==> src/rtl/ro_pkg.sv <==
// Shared types and elaboration helpers for the Gray-code readout scheduler.
// Widths that depend on NUM_CH are computed per instance with these functions.
package ro_pkg;

    localparam int unsigned NUM_CH_MAX = 16;
    localparam int unsigned SLOT_W     = 5;

    // Wide enough for 0..NUM_CH_MAX so the idle marker never aliases a channel.
    typedef logic [SLOT_W-1:0] slot_idx_t;

    function automatic int unsigned clog2(input int unsigned v);
        int unsigned r;
        r = 0;
        while ((32'd1 << r) < v) begin
            r = r + 1;
        end
        return r;
    endfunction

    function automatic int unsigned ch_width(input int unsigned n);
        return (clog2(n) < 1) ? 1 : clog2(n);
    endfunction

    function automatic slot_idx_t idle_slot(input int unsigned n);
        return slot_idx_t'(n);
    endfunction

endpackage

==> src/rtl/ro_slot_gen.sv <==
// Binary slot counter with registered Gray view and trailing-zero slot encoder.
// slot/slot_valid describe the slot that the next advancing edge will serve.
module ro_slot_gen
    import ro_pkg::*;
#(
    parameter int unsigned NUM_CH = 8
) (
    input  logic              clk_master,
    input  logic              rstb,
    input  logic              en,
    output slot_idx_t         slot,
    output logic              slot_valid,
    output logic [NUM_CH-1:0] gray
);

    logic [NUM_CH-1:0] cnt_q, cnt_d;
    logic [NUM_CH-1:0] gray_q, gray_d;
    logic [NUM_CH-1:0] cnt_nxt;

    always_comb begin
        cnt_nxt    = cnt_q + 1'b1;
        cnt_d      = en ? cnt_nxt : cnt_q;
        gray_d     = cnt_d ^ (cnt_d >> 1);
        slot_valid = (cnt_nxt != '0);
        slot       = idle_slot(NUM_CH);
        // Scanning high to low leaves the lowest set bit, i.e. the toggling Gray bit.
        for (int i = NUM_CH - 1; i >= 0; i--) begin
            if (cnt_nxt[i]) begin
                slot = slot_idx_t'(i);
            end
        end
    end

    always_ff @(posedge clk_master or negedge rstb) begin
        if (!rstb) begin
            cnt_q  <= '0;
            gray_q <= '0;
        end else begin
            cnt_q  <= cnt_d;
            gray_q <= gray_d;
        end
    end

    assign gray = gray_q;

endmodule

==> src/rtl/ro_sched_gray.sv <==
// Time-division readout scheduler: channel k is served whenever Gray bit k toggles.
// Holds per-channel pending/overflow state and the registered readout word.
module ro_sched_gray
    import ro_pkg::*;
#(
    parameter  int unsigned NUM_CH = 8,
    parameter  int unsigned DATA_W = 2,
    parameter  bit          STICKY = 1'b1,
    localparam int unsigned CH_W   = ch_width(NUM_CH)
) (
    input  logic                     clk_master,
    input  logic                     rstb,
    input  logic                     en,
    input  logic [NUM_CH*DATA_W-1:0] in_data,
    output logic                     ro_valid,
    output logic [CH_W-1:0]          ro_ch,
    output logic [DATA_W-1:0]        ro_data,
    output logic                     ro_ovf,
    output logic [NUM_CH-1:0]        gray_out
);

    slot_idx_t slot;
    logic      slot_valid;
    logic      serve;

    logic [NUM_CH-1:0][DATA_W-1:0] pend_q, pend_d;
    logic [NUM_CH-1:0]             ovf_q, ovf_d;

    logic              ro_valid_q, ro_valid_d;
    logic [CH_W-1:0]   ro_ch_q, ro_ch_d;
    logic [DATA_W-1:0] ro_data_q, ro_data_d;
    logic              ro_ovf_q, ro_ovf_d;

    logic [DATA_W-1:0] sel_word;
    logic              sel_ovf;
    logic [DATA_W-1:0] in_w;
    logic              hit;

    ro_slot_gen #(
        .NUM_CH (NUM_CH)
    ) u_slot_gen (
        .clk_master (clk_master),
        .rstb       (rstb),
        .en         (en),
        .slot       (slot),
        .slot_valid (slot_valid),
        .gray       (gray_out)
    );

    assign serve = en && slot_valid;

    always_comb begin
        pend_d   = pend_q;
        ovf_d    = ovf_q;
        sel_word = '0;
        sel_ovf  = 1'b0;
        in_w     = '0;
        hit      = 1'b0;
        for (int k = 0; k < NUM_CH; k++) begin
            in_w = in_data[k*DATA_W +: DATA_W];
            hit  = serve && (slot == slot_idx_t'(k));
            if (STICKY) begin
                // Events landing on the service edge go straight out rather than into pend.
                if (hit) begin
                    sel_word = pend_q[k] | in_w;
                    sel_ovf  = ovf_q[k];
                    pend_d[k] = '0;
                    ovf_d[k]  = 1'b0;
                end else begin
                    pend_d[k] = pend_q[k] | in_w;
                    ovf_d[k]  = ovf_q[k] | (|(pend_q[k] & in_w));
                end
            end else if (hit) begin
                sel_word = in_w;
            end
        end

        ro_valid_d = serve;
        ro_ch_d    = ro_ch_q;
        ro_data_d  = ro_data_q;
        ro_ovf_d   = 1'b0;
        if (serve) begin
            ro_ch_d   = CH_W'(slot);
            ro_data_d = sel_word;
            ro_ovf_d  = sel_ovf;
        end
    end

    always_ff @(posedge clk_master or negedge rstb) begin
        if (!rstb) begin
            pend_q     <= '0;
            ovf_q      <= '0;
            ro_valid_q <= 1'b0;
            ro_ch_q    <= '0;
            ro_data_q  <= '0;
            ro_ovf_q   <= 1'b0;
        end else begin
            pend_q     <= pend_d;
            ovf_q      <= ovf_d;
            ro_valid_q <= ro_valid_d;
            ro_ch_q    <= ro_ch_d;
            ro_data_q  <= ro_data_d;
            ro_ovf_q   <= ro_ovf_d;
        end
    end

    assign ro_valid = ro_valid_q;
    assign ro_ch    = ro_ch_q;
    assign ro_data  = ro_data_q;
    assign ro_ovf   = ro_ovf_q;

endmodule

==> config.mk <==
export PLATFORM = sky130hd
export DESIGN_NAME = ro_sched_gray
export DESIGN_NICKNAME = d
export VERILOG_FILES = /design/src/rtl/ro_pkg.sv /design/src/rtl/ro_slot_gen.sv /design/src/rtl/ro_sched_gray.sv
export SDC_FILE = /design/constraint.sdc
export NUM_CORES = 1
export LEC_CHECK = 0
export CAP_MARGIN = 20
export CORE_AREA = 10 10 78 80
export DETAILED_ROUTE_END_ITERATION = 6
export DIE_AREA = 0 0 88 90
export GPL_ROUTABILITY_DRIVEN = 1
export PLACE_DENSITY = 0.77
export REMOVE_ABC_BUFFERS = 1
export SETUP_SLACK_MARGIN = 0.05
export SLEW_MARGIN = 20
export SYNTH_ARGS = -nofsm -noshare
export SYNTH_HDL_FRONTEND = slang
export SYNTH_SLANG_ARGS = --single-unit
==> constraint.sdc <==
create_clock -name clk_master -period 3.35 [get_ports clk_master]
set_clock_uncertainty 0.05 [all_clocks]
set_input_delay 0.67 -clock clk_master [delete_from_list [all_inputs] [get_ports clk_master]]
set_output_delay 0.67 -clock clk_master [all_outputs]
set_load 0.01 [all_outputs]
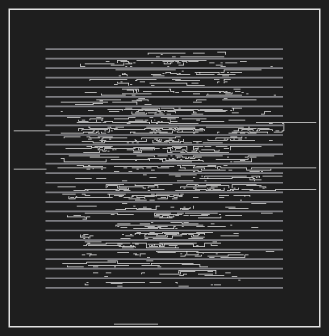
**Above:** M1 wires.
Supply wires on this layer in gray.
wire length on this layer: 2230 um
share of all routed wire: 44%
nets with wire on the layer: 253
longest straight run: 24.8 um

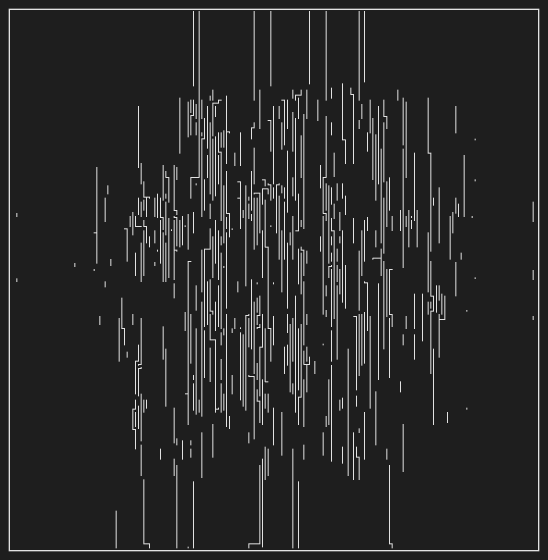
**Above:** M2 wires.
nets with wire on the layer: 241
share of all routed wire: 47%
wire length on this layer: 2390 um
main direction: vertical
longest straight run: 27.7 um
final WL: 5.04 mm
M2 GR Usage: 19.3%
DR vias: 1809

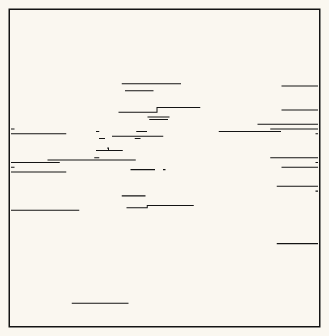
**Above:** the metal 3 layer.
nets with wire on the layer: 32
main direction: horizontal
met3 GRT Util: 3.52%

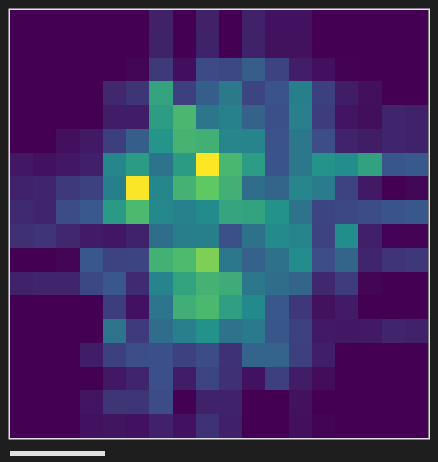
**Above:** signal metal coverage by tile.
Bar = 20 um. The die is cut into 18 by 18 equal tiles; dark purple is low, yellow is high, scaled to the fullest tile. Values are wire area over tile area, all layers added.
nearly empty tiles: 32%
densest ninth of the die: center
emptiest ninth of the die: north-west
tiles over half the peak: 9.9%
mean over tiles: 0.10

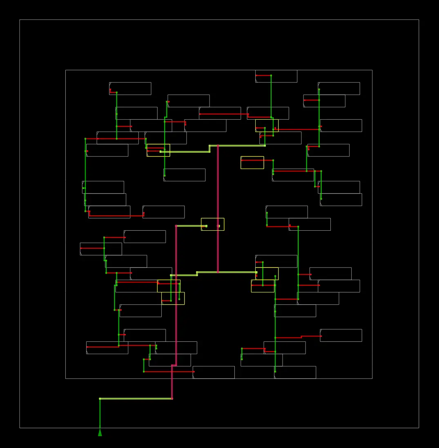
**Above:** the clock network.
clock buffers: 8
TritonCTS Buffers: 5
Late-Pin Clk Latency: 0.30 ns

==> deck_impl_summary.md <==
Flow Results at a Glance

STA
  • Setup_tns: 0 ns
  • Final critical-path required period: 2.99 ns
  • Setup-failing EPs final: 0
  • FMAX: 335 MHz
  • RSZ-0062 raised after global routing: false
  • Slew @ Worst Pin: 0.557 ns
  • Minimum hold slack: 0.305 ns
  • Final hold viol count: 0

Pwr
  • Sw frac: 39.3%
  • Internal: 1.50 mW
  • Leakage: 1.09 nW
  • Peak VDD IR: 0.000392 V
  • Clock group share of total power: 15.6%
  • Switching power of the nets: 0.975 mW
  • Sequential Power Share: 36.7%
  • Gate power share: 47.7%

Global route
  • Vias in the first global route: 1786
  • Met1 Use GR: 17.2%
  • Antenna violations before repair: 0
  • GRT Total Usage: 12.9%
  • Largest net degree at the start of global routing: 47
  • Total gr overflow: 0

Drt
  • Vias per std cell: 5.76
  • TritonRoute pass-1 iters: 4
  • DR DRC count: 0
  • Per-cell routed wire length: 16.0 um
  • Iteration-0 DRC Markers: 142

Synthesis
  • Adder-cell area share of the yosys netlist: 0.529%
  • Aoi share: 17.9%
  • Post-synth ARST share: 100%
  • Syn. warnings: 0
  • Simple share: 19.2%
  • Mux share: 1.32%
  • Dominant comb cell: simple AND/OR/NAND/NOR gates
  • Dominant flop cell: dfrtp_1
  • Post-synthesis sequential element count: 46
  • List of most frequent post-synthesis cells: dfrtp_1, nor2_1, xor2_1
  • Top cells, area: dfrtp_1, nor2_1, xor2_1
  • Yosys cell count: 229
  • Post-Synth XOR/XNOR Area: 7.04%
  • Synth top cell by count: dfrtp_1
  • Post-synth seq share: 48.7%
  • Number of enable flip-flop cells: 0

Final layout
  • P&R area growth vs syn: 18.2%
  • Antenna diodes: 0
  • Fill count: 377

Run status
  • Status: finished, final reports clean

Setup path
  • Startpoint Class: flop
  • Worst Setup SP: u_slot_gen.cnt_q[1]
  • Worst r2r src: u_slot_gen.cnt_q[1]
  • Worst Reg-to-Reg Cells: 10
  • Most used cell, CP: and4_1
  • Worst path arrival time: 3.12 ns
  • CP required: 3.48 ns
  • Setup crit end kind: flop
  • Crit path largest cell delay: 0.55 ns

Min path
  • Hold Crit Class: in2async

CTS
  • CTS root buffer: clkbuf_8
  • Clock slew at reported path FFs: 0.08 ns
  • CTS tree: yes
  • H-tree Lvls: 2
  • Clock Path Buffers: 2
  • CTS Sinks: 46

Floorplan
  • IO Count: 34
  • Chip area: 7920 sq um
  • Core Box Area: 4600 sq um
  • Core Util at FP: 51.4%
  • Die y size: 90 um
  • Die W: 88 um

Place
  • DP Wirelength: 3.82 mm
  • I/O Buffers: 33
-- power by group through the flow --
stage | combinational (mW) | sequential (mW) | clock (mW)
floorplan | 0.768 | 0.930 | 0
global placement | 1.15 | 0.909 | 0
detailed placement | 1.18 | 0.915 | 0
CTS | 1.19 | 0.906 | 0.397
global route | 1.30 | 0.933 | 0.418
finish | 1.18 | 0.910 | 0.386
-- layout by cell type, fill, tap and decap left out, types with 2 or more instances in the layout --
master           netlist  layout
mux2i_1                2       2
dfrtp_1               46      46
nor2_1                41      41
nand2_1                9       9
nand3_1                4       4
buf_4                  2       3
a311oi_1               2       2
inv_1                  8       8
xor2_1                10      10
and4_1                 2       2
clkdlybuf4s50_1        0      32
a221oi_1               9       9
a21o_1                 3       3
xnor2_1                9       9
nand4_1                5       5
a221o_1                2       2
clkbuf_8               1       8
a21oi_1                7       7
nor3_1                 6       6
o21ai_0                6       6
nor2b_1                3       3
-- kinds of logic (layout without fill, tap and decap cells) --
logic type / count (synthesis) / in the layout
mux: 3 / 3
xor+xnor: 19 / 19
simple gates: 87 / 87
buf+inv: 21 / 52
flops: 46 / 46
compound gates: 52 / 52
fa+ha+maj: 1 / 1
-- through the flow --
step           setup slack, ns  instances  util, %  cell area (sq um)
4_1_cts                  0.305        314     60.7               2790
3_3_place_gp             0.414        306     58.3               2680
2_1_floorplan            0.699        217        -               2270
5_1_grt                  0.144        314     60.8               2800
6_report                 0.363        314     60.8               2800
3_5_place_dp             0.351        306     58.3               2680
-- layout make-up --
class | instances | area, sq um | share of cell area (%)
Clock buffer | 8 | 110 | 3.94
Inverter | 9 | 33.8 | 1.21
Multi-Input combinational cell | 162 | 1090 | 39.0
Sequential cell | 46 | 1150 | 41.2
Tap cell | 54 | 67.6 | 2.42
Timing Repair Buffer | 35 | 343 | 12.3
-- critical path: cells and delay by family, from the launching register on --
family	cells	cell delay, ns
flip-flops	1	0.55
AND-OR/OR-AND	4	0.89
adder cells (fa/ha/maj)	1	0.35
buffers and inverters	1	0.10
AND/OR/NAND/NOR	4	0.92
-- layer usage --
| layer | vias to the layer above | share of wire, % | wire, um |
|---|---|---|---|
| li1 | 877 | - | - |
| met4 | 0 | 1.5 | 74 |
| met2 | 53 | 47 | 2390 |
| met5 | - | 0 | 0 |
| met1 | 872 | 44 | 2230 |
| met3 | 7 | 6.8 | 343 |
-- worst paths after layout --
check	to	slack [ns]
max	ro_data[1]	0.36
min	u_slot_gen.gray[1]	0.30
max reg2reg	ro_data[1]	0.36
min reg2reg	ro_ch[2]	0.45
max in group asynchronous	ovf_q[3]	2.56
min in group clk_master	ro_ch[2]	0.45
-- flip-flops by register name (all words and copies together) (netlist names) --
register          count
pend_q               16
ovf_q                 8
u_slot_gen.cnt_q      8
u_slot_gen.gray       7
ro_ch                 3
ro_data               2
ro_ovf                1
ro_valid              1
-- what timing repair did --
| action | in CTS | in global routing |
|---|---|---|
| setup endpoints to repair | 0 | 1 |
| endpoints found under the hold margin | 0 | 0 |
| resized | 0 | 1 |
Power and IR drop assume default switching activity.
